--- config.mk ---
export PLATFORM = sky130hd
export DESIGN_NAME = shift_seq_32
export DESIGN_NICKNAME = d
export VERILOG_FILES = /design/src/rtl/shift_seq_32_pkg.sv /design/src/rtl/shift_seq_32_cnt.sv /design/src/rtl/shift_seq_32.sv
export SDC_FILE = /design/constraint.sdc
export NUM_CORES = 1
export LEC_CHECK = 0
export CAP_MARGIN = 20
export CORE_ASPECT_RATIO = 0.7
export CORE_MARGIN = 8
export CORE_UTILIZATION = 40
export DETAILED_ROUTE_END_ITERATION = 8
export GPL_TIMING_DRIVEN = 0
export PLACE_DENSITY = 0.76
export REMOVE_ABC_BUFFERS = 1
export SYNTH_ARGS = -nofsm -noshare
export SYNTH_HDL_FRONTEND = slang
export SYNTH_SLANG_ARGS = --single-unit
--- constraint.sdc ---
create_clock -name CLK -period 2.6 [get_ports CLK]
set_input_delay 0.52 -clock CLK [delete_from_list [all_inputs] [get_ports CLK]]
set_output_delay 0.52 -clock CLK [all_outputs]
set_load 0.05 [all_outputs]
--- src/rtl/shift_seq_32_pkg.sv ---
// Shared constants and encodings for the iterative shift unit.
// Widths, FSM state encoding and the {LnR,ARITH} shift-mode encoding.
package shift_seq_32_pkg;

    localparam int DATA_W = 32;
    localparam int CNT_W  = 6;

    typedef enum logic [1:0] {
        SHS_IDLE  = 2'b00,
        SHS_SHIFT = 2'b01,
        SHS_FIN   = 2'b10
    } shs_state_e;

    // LnR dominates: any left request is a logical left regardless of ARITH.
    typedef enum logic [1:0] {
        SHM_LSR = 2'b00,
        SHM_ASR = 2'b01,
        SHM_LSL = 2'b10
    } shm_mode_e;

    function automatic shm_mode_e decode_mode(input logic lnr, input logic arith);
        shm_mode_e mode;
        if (lnr) begin
            mode = SHM_LSL;
        end else if (arith) begin
            mode = SHM_ASR;
        end else begin
            mode = SHM_LSR;
        end
        return mode;
    endfunction

endpackage

--- src/rtl/shift_seq_32_cnt.sv ---
// Loadable down-counter that tracks how many single-bit shifts remain.
// ONE flags the last shift so the parent can leave SHIFT on that edge.
module shift_cnt_dn #(
    parameter int CNT_W = shift_seq_32_pkg::CNT_W
) (
    input  logic             CLK,
    input  logic             RST,
    input  logic             LOAD,
    input  logic [CNT_W-1:0] DIN,
    input  logic             EN,
    output logic [CNT_W-1:0] Q,
    output logic             ONE
);

    logic [CNT_W-1:0] cnt_q;
    logic [CNT_W-1:0] cnt_d;

    // Load wins over decrement; the count never wraps below zero.
    always_comb begin
        cnt_d = cnt_q;
        if (LOAD) begin
            cnt_d = DIN;
        end else if (EN && (cnt_q != '0)) begin
            cnt_d = cnt_q - 1'b1;
        end
    end

    always_ff @(posedge CLK) begin
        if (!RST) begin
            cnt_q <= '0;
        end else begin
            cnt_q <= cnt_d;
        end
    end

    assign Q   = cnt_q;
    assign ONE = (cnt_q == CNT_W'(1));

endmodule

--- src/rtl/shift_seq_32.sv ---
// Iterative shifter: one bit position per clock under a START/DONE handshake.
// Results match the combinational barrel shifter bit for bit.
module shift_seq_32 #(
    parameter int DATA_W = shift_seq_32_pkg::DATA_W,
    parameter int CNT_W  = shift_seq_32_pkg::CNT_W
) (
    input  logic              CLK,
    input  logic              RST,
    input  logic              START,
    input  logic [DATA_W-1:0] D,
    input  logic [31:0]       S,
    input  logic              LnR,
    input  logic              ARITH,
    output logic [DATA_W-1:0] Y,
    output logic              BUSY,
    output logic              DONE
);

    import shift_seq_32_pkg::shs_state_e;
    import shift_seq_32_pkg::SHS_IDLE;
    import shift_seq_32_pkg::SHS_SHIFT;
    import shift_seq_32_pkg::SHS_FIN;
    import shift_seq_32_pkg::shm_mode_e;
    import shift_seq_32_pkg::SHM_LSR;
    import shift_seq_32_pkg::SHM_ASR;
    import shift_seq_32_pkg::SHM_LSL;
    import shift_seq_32_pkg::decode_mode;

    shs_state_e        state_q, state_d;
    shm_mode_e         mode_q, mode_d;
    logic [DATA_W-1:0] y_q, y_d;
    logic              busy_q, busy_d;
    logic              done_q, done_d;

    logic [CNT_W-1:0]  n_eff;
    logic [CNT_W-1:0]  cnt_val;
    logic              cnt_one;
    logic              cnt_load;
    logic              cnt_en;

    // Any amount of 32 or more saturates to a full-width shift.
    assign n_eff = (|S[31:5]) ? CNT_W'(DATA_W) : CNT_W'(S[4:0]);

    shift_cnt_dn #(
        .CNT_W (CNT_W)
    ) u_cnt (
        .CLK  (CLK),
        .RST  (RST),
        .LOAD (cnt_load),
        .DIN  (n_eff),
        .EN   (cnt_en),
        .Q    (cnt_val),
        .ONE  (cnt_one)
    );

    always_comb begin
        state_d  = state_q;
        mode_d   = mode_q;
        y_d      = y_q;
        cnt_load = 1'b0;
        cnt_en   = 1'b0;

        case (state_q)
            SHS_IDLE: begin
                if (START) begin
                    y_d      = D;
                    mode_d   = decode_mode(LnR, ARITH);
                    cnt_load = 1'b1;
                    state_d  = (n_eff == '0) ? SHS_FIN : SHS_SHIFT;
                end
            end

            SHS_SHIFT: begin
                cnt_en = 1'b1;
                case (mode_q)
                    SHM_LSL: y_d = {y_q[DATA_W-2:0], 1'b0};
                    SHM_ASR: y_d = {y_q[DATA_W-1], y_q[DATA_W-1:1]};
                    default: y_d = {1'b0, y_q[DATA_W-1:1]};
                endcase
                // A zero count here can only follow a corrupted load; leave rather than spin.
                if (cnt_one || (cnt_val == '0)) begin
                    state_d = SHS_FIN;
                end
            end

            SHS_FIN: begin
                state_d = SHS_IDLE;
            end

            default: begin
                state_d = SHS_IDLE;
            end
        endcase

        busy_d = (state_d != SHS_IDLE);
        done_d = (state_d == SHS_FIN);
    end

    always_ff @(posedge CLK) begin
        if (!RST) begin
            state_q <= SHS_IDLE;
            mode_q  <= SHM_LSR;
            y_q     <= '0;
            busy_q  <= 1'b0;
            done_q  <= 1'b0;
        end else begin
            state_q <= state_d;
            mode_q  <= mode_d;
            y_q     <= y_d;
            busy_q  <= busy_d;
            done_q  <= done_d;
        end
    end

    assign Y    = y_q;
    assign BUSY = busy_q;
    assign DONE = done_q;

endmodule
Run 1, met1 routing:
Bar = 20 um. Cells faint in the background.
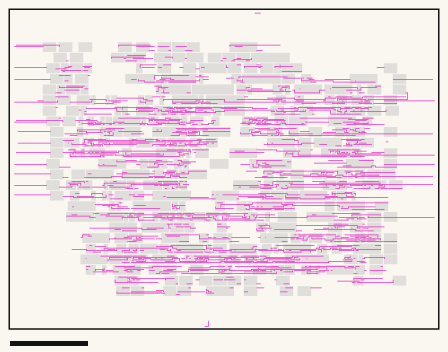
longest straight run = 36.3 um
main direction = horizontal

Run 1, metal 2:
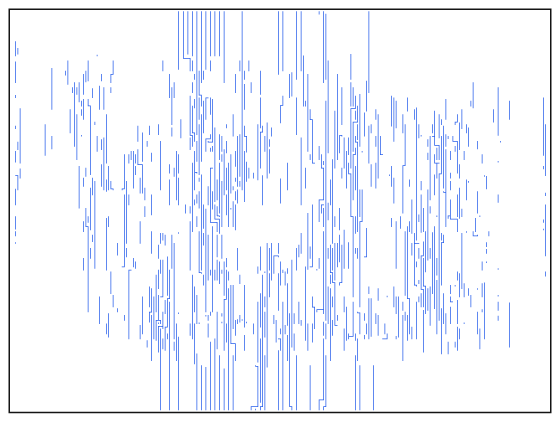
main direction = vertical
nets with wire on the layer = 376
longest straight run = 44.5 um
wire length on this layer = 3490 um
share of all routed wire = 44%

Run 1, met3 routing:
Bar = 20 um.
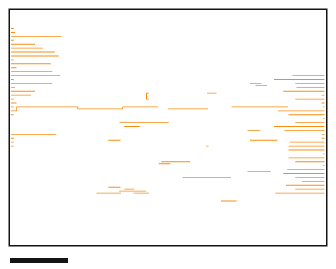
nets with wire on the layer = 71
longest straight run = 21.2 um
share of all routed wire = 8.4%
wire length on this layer = 666 um

==> reports/qor.yml, run 1 <==
synthesis:
  ys_types: 37
  synth-simple-area-share: 0.1685
  yosys-stat-area_um2: 2457
  ys_sh_aoi: 0.3926
  ys_ff: 44
  yosys.area_share.adder: 0.02037
  netlist_instances: 283
  ys.warnings.count: 0
  logic_family: "AND-OR/OR-AND gates"
  avgSynthCellArea_um2: 8.683
  postSynthSeqShare: 0.3585
  yosys-stat-cells: 283
  netlist_area_um2: 2457
  ys_sh_xor: 0
  mux_share: 0
pwr:
  power.leakage_nw: 1.326
  peakVddDrop_mv: 0.3704
  p_per_area_nw_per_um2: 1095
finish:
  layout_top_cell: "clkdlybuf4s50_1"
  drive_gt1_frac: 0.06989
  largest_reg_flops: 32
  fin_nets: 446
  final_cell_mix: "102 x clkdlybuf4s50_1, 44 x dfxtp_1, 38 x nand2_1"
  postLayoutCellArea_um2: 3744
  nFillCells: 540
  diodes: 0
  area_delta_synth_final_pct: 52.34
grt:
  track_usage: 0.1729
  use_met1: 0.2366
  grt_overflow_total: 0
  met3_usage: 0.05329
  grt_pass1_vias: 2519
  gr-max-usage-layer: "met2"
  antenna_found_initial: 0
  grt_pass1_wl_um: 12610
  grt_max_degree: 32
  use_met2: 0.2653
min_path:
  min_from: "mode_q[1]"
  holdPathEnd: "mode_q[1]"
  hold_path.class: "flip-flop to flip-flop"
  holdPathStages: 2
floorplan:
  io_pins: 103
  fp_util: 0.4031
  rows: 24
  coreArea_um2: 6096
  die_h_um: 81.58
  dieArea_um2: 8947
  die_w_um: 109.7
place:
  hpwl_um: 5920
  placed_cell_area_um2: 3617
  gp_congestion: 0.8076
  port-buffer-count: 102
route:
  drtPass1Iterations: 4
  antenna_left: 0
  drt-initial-drc-count: 220
  vias_per_cell: 5.871
  wire_per_inst_um: 17.63
  vias: 2642
  routed_wl_um: 7933
  drc: 0
clock_tree:
  root_buffer: "clkbuf_8"
  ctsHoldBuffers: 0
  tritoncts: "done"
  ctsHtreeMaxLevel: 2
  clk_pin_slew_ns: 0.08
  clk_path_buf_depth: 2
  clock_insertion_delay_worst_skew_ns: 0.30
  post_cts_buffers: 0
  post_cts_resized: 0
  cts_sinks: 44
  numCtsBuffers: 5
final_timing:
  fin_skew_ns: 0.004604
  final_hold_viol_count: 0
  layout_min_cycle_time_ns: 2.069
  finalSetupViolations: 0
  rsz0062_at_grt: "false"
  setup-tns-final_ns: 0
  slew_headroom: 0.4330
  worst_slew_pin_slew_ns: 0.8479
  timing.final.crit_share: 0.7957
  slew_violations: 0
  fmax_ghz: 0.4834
worst_setup_path:
  reg2reg_depth: 4
  crit_end: "u_cnt.Q[3]"
  rr_endpoint: "u_cnt.Q[0]"
  crit_arrival_ns: 2.26
  r2r_setup_slack_ns: 0.68
  startpoint_type: "input pin"
  cp.required_ns: 2.79
  crit_start: "START"
  critPathKind: "input pin to flip-flop"
  reg2reg_from: "state_q[0]"
  end_kind: "flip-flop"
  crit_path_max_fanout: 12
run_status:
  outcome: "finished, final reports clean"
flow_run:
  cap_violations: 0
  warnings: 27
run 1: power breakdown:
group	internal (mW)	total [mW]	switching [mW]	leakage, nW
clock network	0.276	0.502	0.226	0.0501
registers	0.902	1.17	0.264	0.363
logic	1.01	2.43	1.42	0.912
total	2.19	4.10	1.91	1.33
run 1: cell usage after synthesis:
| cell type | number | area share |
|---|---|---|
| dfxtp_1 | 44 | 0.36 |
| nand2_1 | 38 | 0.058 |
| o211ai_1 | 31 | 0.095 |
| a221o_1 | 30 | 0.12 |
| a21boi_1 | 29 | 0.089 |
| clkbuf_1 | 21 | 0.032 |
| nor3_1 | 12 | 0.024 |
| inv_1 | 10 | 0.015 |
| a21oi_1 | 7 | 0.014 |
| nor2_1 | 6 | 0.0092 |
| nor4_1 | 6 | 0.015 |
| o21ai_0 | 5 | 0.010 |
| buf_2 | 4 | 0.0081 |
| ha_1 | 4 | 0.020 |
| nand3_1 | 4 | 0.0081 |
| o221a_2 | 4 | 0.018 |
| a21boi_0 | 3 | 0.0092 |
| nor2b_1 | 3 | 0.0076 |
| nor4_2 | 2 | 0.010 |
| o21a_1 | 2 | 0.0061 |
| or3_1 | 2 | 0.0051 |
| a211oi_1 | 1 | 0.0031 |
| a21o_1 | 1 | 0.0031 |
| a22o_1 | 1 | 0.0036 |
| a31oi_2 | 1 | 0.0051 |
| a41o_1 | 1 | 0.0041 |
| buf_6 | 1 | 0.0046 |
| nand2b_1 | 1 | 0.0025 |
| nand3b_1 | 1 | 0.0031 |
| nand4_1 | 1 | 0.0025 |
| nand4_4 | 1 | 0.0087 |
| nor3b_4 | 1 | 0.0076 |
| o21bai_1 | 1 | 0.0031 |
| o31a_1 | 1 | 0.0036 |
| o32ai_1 | 1 | 0.0036 |
| or2_1 | 1 | 0.0025 |
| or3b_1 | 1 | 0.0036 |
run 1: through the flow:
stage / utilization / hold slack (ns) / power [mW] / cells / setup slack [ns]
after detailed placement: 0.5934 / 0.4774 / 3.574 / 443 / 0.2521
after CTS: 0.6096 / 0.4895 / 4.079 / 449 / 0.4161
final: 0.6141 / 0.4933 / 4.098 / 450 / 0.5311
after global routing: 0.6141 / 0.5222 / 4.334 / 450 / 0.4501
after global placement: 0.5686 / 0.4766 / 3.368 / 437 / -1.247
after floorplan: - / 0.4584 / 2.660 / 257 / 0.1455
run 1: cells by family after synthesis:
| logic type | after synthesis |
|---|---|
| AOI/OAI and AO/OA | 119 |
| and+or+nand+nor | 80 |
| DFF | 44 |
| buffers and inverters | 36 |
| adders and majority gates | 4 |
run 1: per-layer routing:
layer	vias up	part of all wire
met2	100	0.44
li1	1269	-
met3	6	0.084
met1	1267	0.47
met5	-	0
met4	0	0.0050
run 1: cell type report:
class	instances	area, um2	share of cell area
Clock buffer	5	68.82	0.01838
Sequential cell	44	880.8	0.2353
Multi-Input combinational cell	203	1440	0.3847
Timing Repair Buffer	109	1189	0.3175
Inverter	10	37.54	0.01003
Clock inverter	1	30.03	0.008021
Tap cell	78	97.59	0.02607
run 1: worst max-delay path, cell delays in order:
cell and delay (ns):
clkdlybuf4s50_1 0.50, o21bai_2 0.57, a31oi_2 0.21, a22o_1 0.28, o21a_1 0.18
Run 1, sizing map:
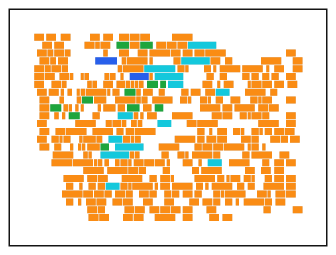

==> run 2, diff against run 1 <==
--- a/config.mk
+++ b/config.mk
@@ -8,10 +8,10 @@
 export CAP_MARGIN = 20
 export CORE_ASPECT_RATIO = 0.7
 export CORE_MARGIN = 8
-export CORE_UTILIZATION = 40
+export CORE_UTILIZATION = 39
 export DETAILED_ROUTE_END_ITERATION = 8
 export GPL_TIMING_DRIVEN = 0
-export PLACE_DENSITY = 0.76
+export PLACE_DENSITY = 0.77
 export REMOVE_ABC_BUFFERS = 1
 export SYNTH_ARGS = -nofsm -noshare
 export SYNTH_HDL_FRONTEND = slang
==> constraint.sdc (replaced) <==
create_clock -name CLK -period 1.9 [get_ports CLK]
set_input_delay 0.38 -clock CLK [delete_from_list [all_inputs] [get_ports CLK]]
set_output_delay 0.38 -clock CLK [all_outputs]
set_load 0.05 [all_outputs]
Run 2, sizing map:
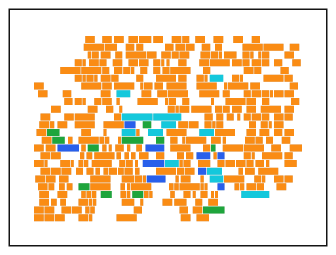
orange -> _0 and _1 cells  # cells 343, share 91%
blue -> _3 and _4 cells  # cells 9, share 2.4%
green -> _2 cells  # cells 11, share 2.9%
cyan -> _6 and larger  # cells 12, share 3.2%

==> reports/qor.yml, run 2 <==
run_status:
  outcome: "finished, final reports clean"
finish:
  fin_nets: 447
  final_cell_mix: "69 x clkdlybuf4s50_1, 42 x dfxtp_1, 38 x nand2_1"
  layout_top_cell: "clkdlybuf4s50_1"
  nFillCells: 556
  drive_gt1_frac: 0.08533
  diodes: 0
  largest_reg_flops: 32
  postLayoutCellArea_um2: 3730
  area_delta_synth_final_pct: 51.78
clock_tree:
  clock_insertion_delay_worst_skew_ns: 0.30
  tritoncts: "done"
  ctsHoldBuffers: 0
  ctsHtreeMaxLevel: 2
  clk_pin_slew_ns: 0.08
  clk_path_buf_depth: 2
  root_buffer: "clkbuf_8"
  numCtsBuffers: 5
final_timing:
  layout_min_cycle_time_ns: 1.813
  slew_headroom: 0.5927
  final_hold_viol_count: 0
  timing.final.crit_share: 0.9542
  slew_violations: 0
  fmax_ghz: 0.5516
  worst_slew_pin_slew_ns: 0.6090
  finalSetupViolations: 0
  rsz0062_at_grt: "false"
  fin_skew_ns: 0.003082
synthesis:
  postSynthSeqShare: 0.3585
  synth.top_cell.area_share: 0.3585
  netlist_instances: 283
  synthTopCellsByCount: "44 x dfxtp_1, 38 x nand2_1, 31 x o211ai_1"
  netlist_area_um2: 2457
  ys_ff: 44
  synth.most_common_cell: "dfxtp_1"
  avgSynthCellArea_um2: 8.683
  edf_count: 0
  synth-async-reset-ratio: 0
  ys.warnings.count: 0
  ys_types: 37
  top_area_cell: "dfxtp_1"
  synthTopCellsByArea: "dfxtp_1 36%, a221o_1 12%, o211ai_1 9.5%"
  yosys-stat-area_um2: 2457
  yosys-stat-cells: 283
  yosys_most_used_dff: "dfxtp_1"
worst_setup_path:
  r2r_setup_slack_ns: 0.14
  max_stage_delay_ns: 0.82
  cp_slowest_cell: "clkdlybuf4s50_1"
  crit_arrival_ns: 1.43
  critPathKind: "flip-flop to output pin"
  end_kind: "output pin"
  crit_chain: "clkdlybuf4s50_1"
  crit_buf_inv: 1
  crit_start: "BUSY"
  startpoint_type: "flip-flop"
  cp.required_ns: 1.52
  crit_path_max_fanout: 1
  critPathTopFamily: "buffers and inverters"
  rr_endpoint: "Y[27]"
  reg2reg_from: "mode_q[0]"
  reg2reg_depth: 6
floorplan:
  rows: 24
  dieArea_um2: 9138
  die_h_um: 82.42
  coreArea_um2: 6156
  io_pins: 103
  die_w_um: 110.9
  fp_util: 0.3992
min_path:
  min_from: "mode_q[0]"
  hold_path.class: "flip-flop to flip-flop"
  holdPathEnd: "mode_q[0]"
  holdPathStages: 2
place:
  port-buffer-count: 102
  placed_cell_area_um2: 3592
  hpwl_um: 5910
  gp_congestion: 0.7770
route:
  drtPass1Iterations: 4
  antenna_left: 0
  drc: 0
  drt-initial-drc-count: 161
  routed_wl_um: 7961
  vias_per_cell: 5.857
  wire_per_inst_um: 17.57
  vias: 2653
grt:
  track_usage: 0.1690
  grt_overflow_total: 0
  antenna_found_initial: 0
  grt_pass1_vias: 2537
  grt_max_degree: 32
  grt_pass1_wl_um: 12720
pwr:
  power.leakage_nw: 1.513
  finalPower_mw: 5.449
  peakVddDrop_mv: 0.6237
  p_per_area_nw_per_um2: 1461
flow_run:
  cap_violations: 0
  warnings: 27
Run 2, clock wiring as the flow saved it:
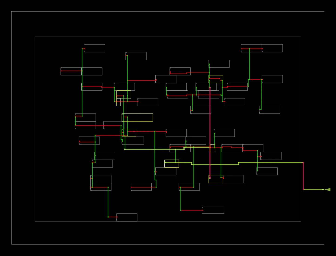
# clk buffers: 6
clk sink count: 44

run 2: worst reg2reg max path, cell delays in order, from the launching register on:
cell and delay (ns):
dfxtp_2 0.35, inv_1 0.05, ha_1 0.33, or2_4 0.37, a221o_1 0.34, o211ai_1 0.10, a21boi_0 0.11
run 2: where the power goes:
part | switching [mW] | internal (mW) | leakage (nW)
logic | 1.92 | 1.21 | 1.09
clock network | 0.325 | 0.391 | 0.0552
registers | 0.364 | 1.24 | 0.364
run 2: final cells by class:
cell class                      count  area, um2  share of cell area
Tap cell                           78      97.59             0.02617
Sequential cell                    44      883.3              0.2368
Multi-Input combinational cell    203       1471              0.3945
Clock inverter                      2      35.03            0.009393
Timing Repair Buffer              110       1132              0.3036
Inverter                           10      37.54             0.01006
Clock buffer                        6      72.57             0.01946
run 2: stage by stage:
step	hold WS (ns)	setup WS (ns)	TNS [ns]	utilization	cells
after detailed placement	0.4797	-0.4136	-10.17	0.5835	443
after floorplan	0.4584	-0.4689	-15.54	-	257
after CTS	0.4910	0.0001341	0	0.5992	451
final	0.4904	0.08708	0	0.6059	453
after global routing	0.5135	0.01367	0	0.6059	453
after global placement	0.4797	-1.847	-54.24	0.5630	437
run 2: worst max path at each step:
stage / endpoint / cells after the start
finish: BUSY / 1
global route: BUSY / 1
CTS: Y[19] / 1
detailed placement: u_cnt.Q[3] / 5
global placement: u_cnt.Q[3] / 5
floorplan: u_cnt.Q[3] / 4
run 2: cells by family after synthesis:
family / share of synthesized area
buf+inv: 0.06008
simple gates: 0.1685
fa+ha+maj: 0.02037
flops: 0.3585
compound gates: 0.3926
run 2: timing repair:
item / CTS / global route
gates resized: 33 / 9
setup buffers: 0 / 2
setup endpoints to repair: 60 / 15
run 2: metal layers:
metal,global-route usage,up-vias,share of wire
met1,0.2152,1256,0.45
li1,-,1287,-
met4,0.04430,0,0.0085
met5,0,-,0
met2,0.2527,103,0.44
met3,0.07937,7,0.10
Run 2, met3 routing:
Bar = 20 um.
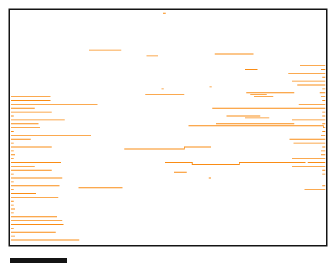

==> run 3, diff against run 2 <==
--- a/config.mk
+++ b/config.mk
@@ -12,6 +12,7 @@
 export DETAILED_ROUTE_END_ITERATION = 8
 export GPL_TIMING_DRIVEN = 0
 export PLACE_DENSITY = 0.77
+export RECOVER_POWER = 100
 export REMOVE_ABC_BUFFERS = 1
 export SYNTH_ARGS = -nofsm -noshare
 export SYNTH_HDL_FRONTEND = slang
Run 3, met3 routing:
Bar = 20 um.
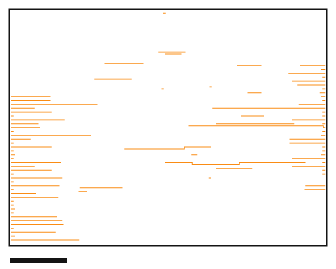
longest straight run = 47.2 um
nets with wire on the layer = 82
wire length on this layer = 797 um
share of all routed wire = 10%
main direction = horizontal

==> reports/qor.yml, run 3 <==
run_status:
  outcome: "finished, final reports clean"
finish:
  final_cell_mix: "68 x clkdlybuf4s50_1, 42 x dfxtp_1, 38 x nand2_1"
  layout_top_cell: "clkdlybuf4s50_1"
  finalNonFillerCells: 453
  postLayoutCellArea_um2: 3661
  nFillCells: 573
  fin_nets: 447
  largest_reg_flops: 32
  diodes: 0
  drive_gt1_frac: 0.08533
route:
  vias: 2629
  routed_wl_um: 7948
  drt-initial-drc-count: 159
  wire_per_inst_um: 17.55
  vias_per_cell: 5.804
  antenna_left: 0
  drc: 0
  drtPass1Iterations: 4
pwr:
  p_per_area_nw_per_um2: 1457
  peakVddDrop_mv: 0.6181
  power.leakage_nw: 1.390
synthesis:
  synthTopCellsByArea: "dfxtp_1 36%, a221o_1 12%, o211ai_1 9.5%"
  edf_count: 0
  ys.warnings.count: 0
  netlist_instances: 283
  yosys_most_used_dff: "dfxtp_1"
  netlist_area_um2: 2457
  yosys-stat-cells: 283
  postSynthSeqShare: 0.3585
  synthTopCellsByCount: "44 x dfxtp_1, 38 x nand2_1, 31 x o211ai_1"
  avgSynthCellArea_um2: 8.683
  ys_ff: 44
  yosys-stat-area_um2: 2457
  synth-async-reset-ratio: 0
  ys_types: 37
  top_area_cell: "dfxtp_1"
  synth.most_common_cell: "dfxtp_1"
  synth.top_cell.area_share: 0.3585
floorplan:
  rows: 24
  die_h_um: 82.42
  dieArea_um2: 9138
  coreArea_um2: 6156
  io_pins: 103
  fp_util: 0.3992
  die_w_um: 110.9
clock_tree:
  ctsHtreeMaxLevel: 2
  tritoncts: "done"
  cts_sinks: 44
  root_buffer: "clkbuf_8"
  ctsHoldBuffers: 0
  clock_insertion_delay_worst_skew_ns: 0.30
  numCtsBuffers: 5
  clk_pin_slew_ns: 0.08
  clk_path_buf_depth: 2
place:
  placed_cell_area_um2: 3592
  dp_cells: 443
  hpwl_um: 5910
  gp_congestion: 0.7770
  port-buffer-count: 102
worst_setup_path:
  cp.required_ns: 1.52
  cp_slowest_cell: "clkdlybuf4s50_1"
  crit_arrival_ns: 1.43
  critPathKind: "flip-flop to output pin"
  end_kind: "output pin"
  max_stage_delay_ns: 0.82
  critPathTopFamily: "buffers and inverters"
  crit_chain: "clkdlybuf4s50_1"
  crit_buf_inv: 1
  crit_path_max_fanout: 1
  r2r_setup_slack_ns: 0.14
  startpoint_type: "flip-flop"
grt:
  grt_overflow_total: 0
  grt_pass1_wl_um: 12720
  antenna_found_initial: 0
  grt_max_degree: 32
  track_usage: 0.1690
  grt_pass1_vias: 2537
final_timing:
  rsz0062_at_grt: "false"
  fin_skew_ns: 0.004418
  slew_headroom: 0.5947
  final_hold_viol_count: 0
  timing.final.crit_share: 0.9537
  slew_violations: 0
  fmax_ghz: 0.5519
  layout_min_cycle_time_ns: 1.812
  finalSetupViolations: 0
  worst_slew_pin_slew_ns: 0.6060
min_path:
  hold_path.class: "flip-flop to flip-flop"
flow_run:
  cap_violations: 0
  warnings: 27
Run 3, met1 routing:
Bar = 20 um. Cells faint in the background.
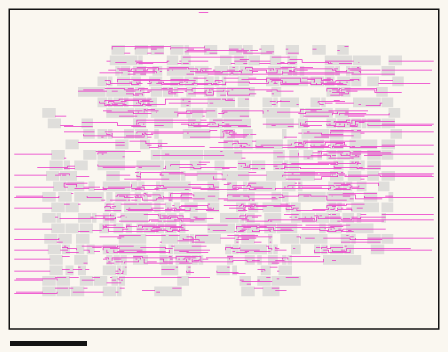
wire length on this layer = 3710 um
main direction = horizontal
share of all routed wire = 47%

==> run 3: cell count changes in the layout (fill, tap and decap cells not counted), moves of 6 or more <==
cell | before | now
a21boi_1 | 29 | 4
a21boi_0 | 3 | 28
clkbuf_1 | 1 | 7
dlymetal6s2s_1 | 6 | 0
==> run 3: where the power goes <==
part / leakage, nW / internal (mW) / total (mW) / switching [mW]
sequential: 0.364 / 1.24 / 1.60 / 0.361
clock: 0.0552 / 0.391 / 0.717 / 0.326
combinational: 0.971 / 1.13 / 3.02 / 1.89
total: 1.39 / 2.75 / 5.33 / 2.58
==> run 3: final timing paths <==
check,startpoint,cells after the start,endpoint
setup / recovery,BUSY,1,BUSY
hold / removal,mode_q[0],2,mode_q[0]
setup reg to reg,mode_q[0],6,Y[27]
hold reg to reg,mode_q[0],2,mode_q[0]
==> run 3: metal layers <==
layer  wire length [um]  GRT usage  vias up
li1                   -          -     1285
met1               3706     0.2152     1236
met2               3377     0.2527      101
met3                797    0.07937        7
met4                 68    0.04430        0
met5                  0          0        -
==> run 3: stage by stage <==
step           worst slack, ns  hold slack, ns    util  setup TNS, ns  total power [mW]
2_1_floorplan          -0.4689          0.4584       -         -15.54             3.640
3_3_place_gp            -1.847          0.4797  0.5630         -54.24             4.612
3_5_place_dp           -0.4136          0.4797  0.5835         -10.17             4.818
4_1_cts              0.0001341          0.4910  0.5992              0             5.446
5_1_grt               0.007863          0.5169  0.5947              0             5.693
6_report               0.08805          0.4884  0.5947              0             5.333
==> run 3: layout make-up <==
type / instances / area [um2] / area share
Sequential cell: 44 / 883.3 / 0.2413
Timing Repair Buffer: 110 / 1072 / 0.2929
Clock inverter: 2 / 35.03 / 0.009569
Inverter: 10 / 37.54 / 0.01025
Clock buffer: 6 / 72.57 / 0.01982
Multi-Input combinational cell: 203 / 1463 / 0.3995
Tap cell: 78 / 97.59 / 0.02666
==> run 3: what timing repair did <==
action / 4_1_cts / 5_1_grt
endpoints found under the setup margin: 60 / 15
gates resized: 33 / 9
setup buffers: 0 / 2
==> run 3: cell families (layout without fill, tap and decap cells) <==
family                   after synthesis  after routing  share of synthesized area
AND-OR/OR-AND                        119            119                     0.3926
buffers and inverters                 36            128                    0.06008
AND/OR/NAND/NOR                       80             80                     0.1685
flip-flops                            44             44                     0.3585
adder cells (fa/ha/maj)                4              4                    0.02037
Power figures rest on the tool's default switching activity, not on a simulated workload.
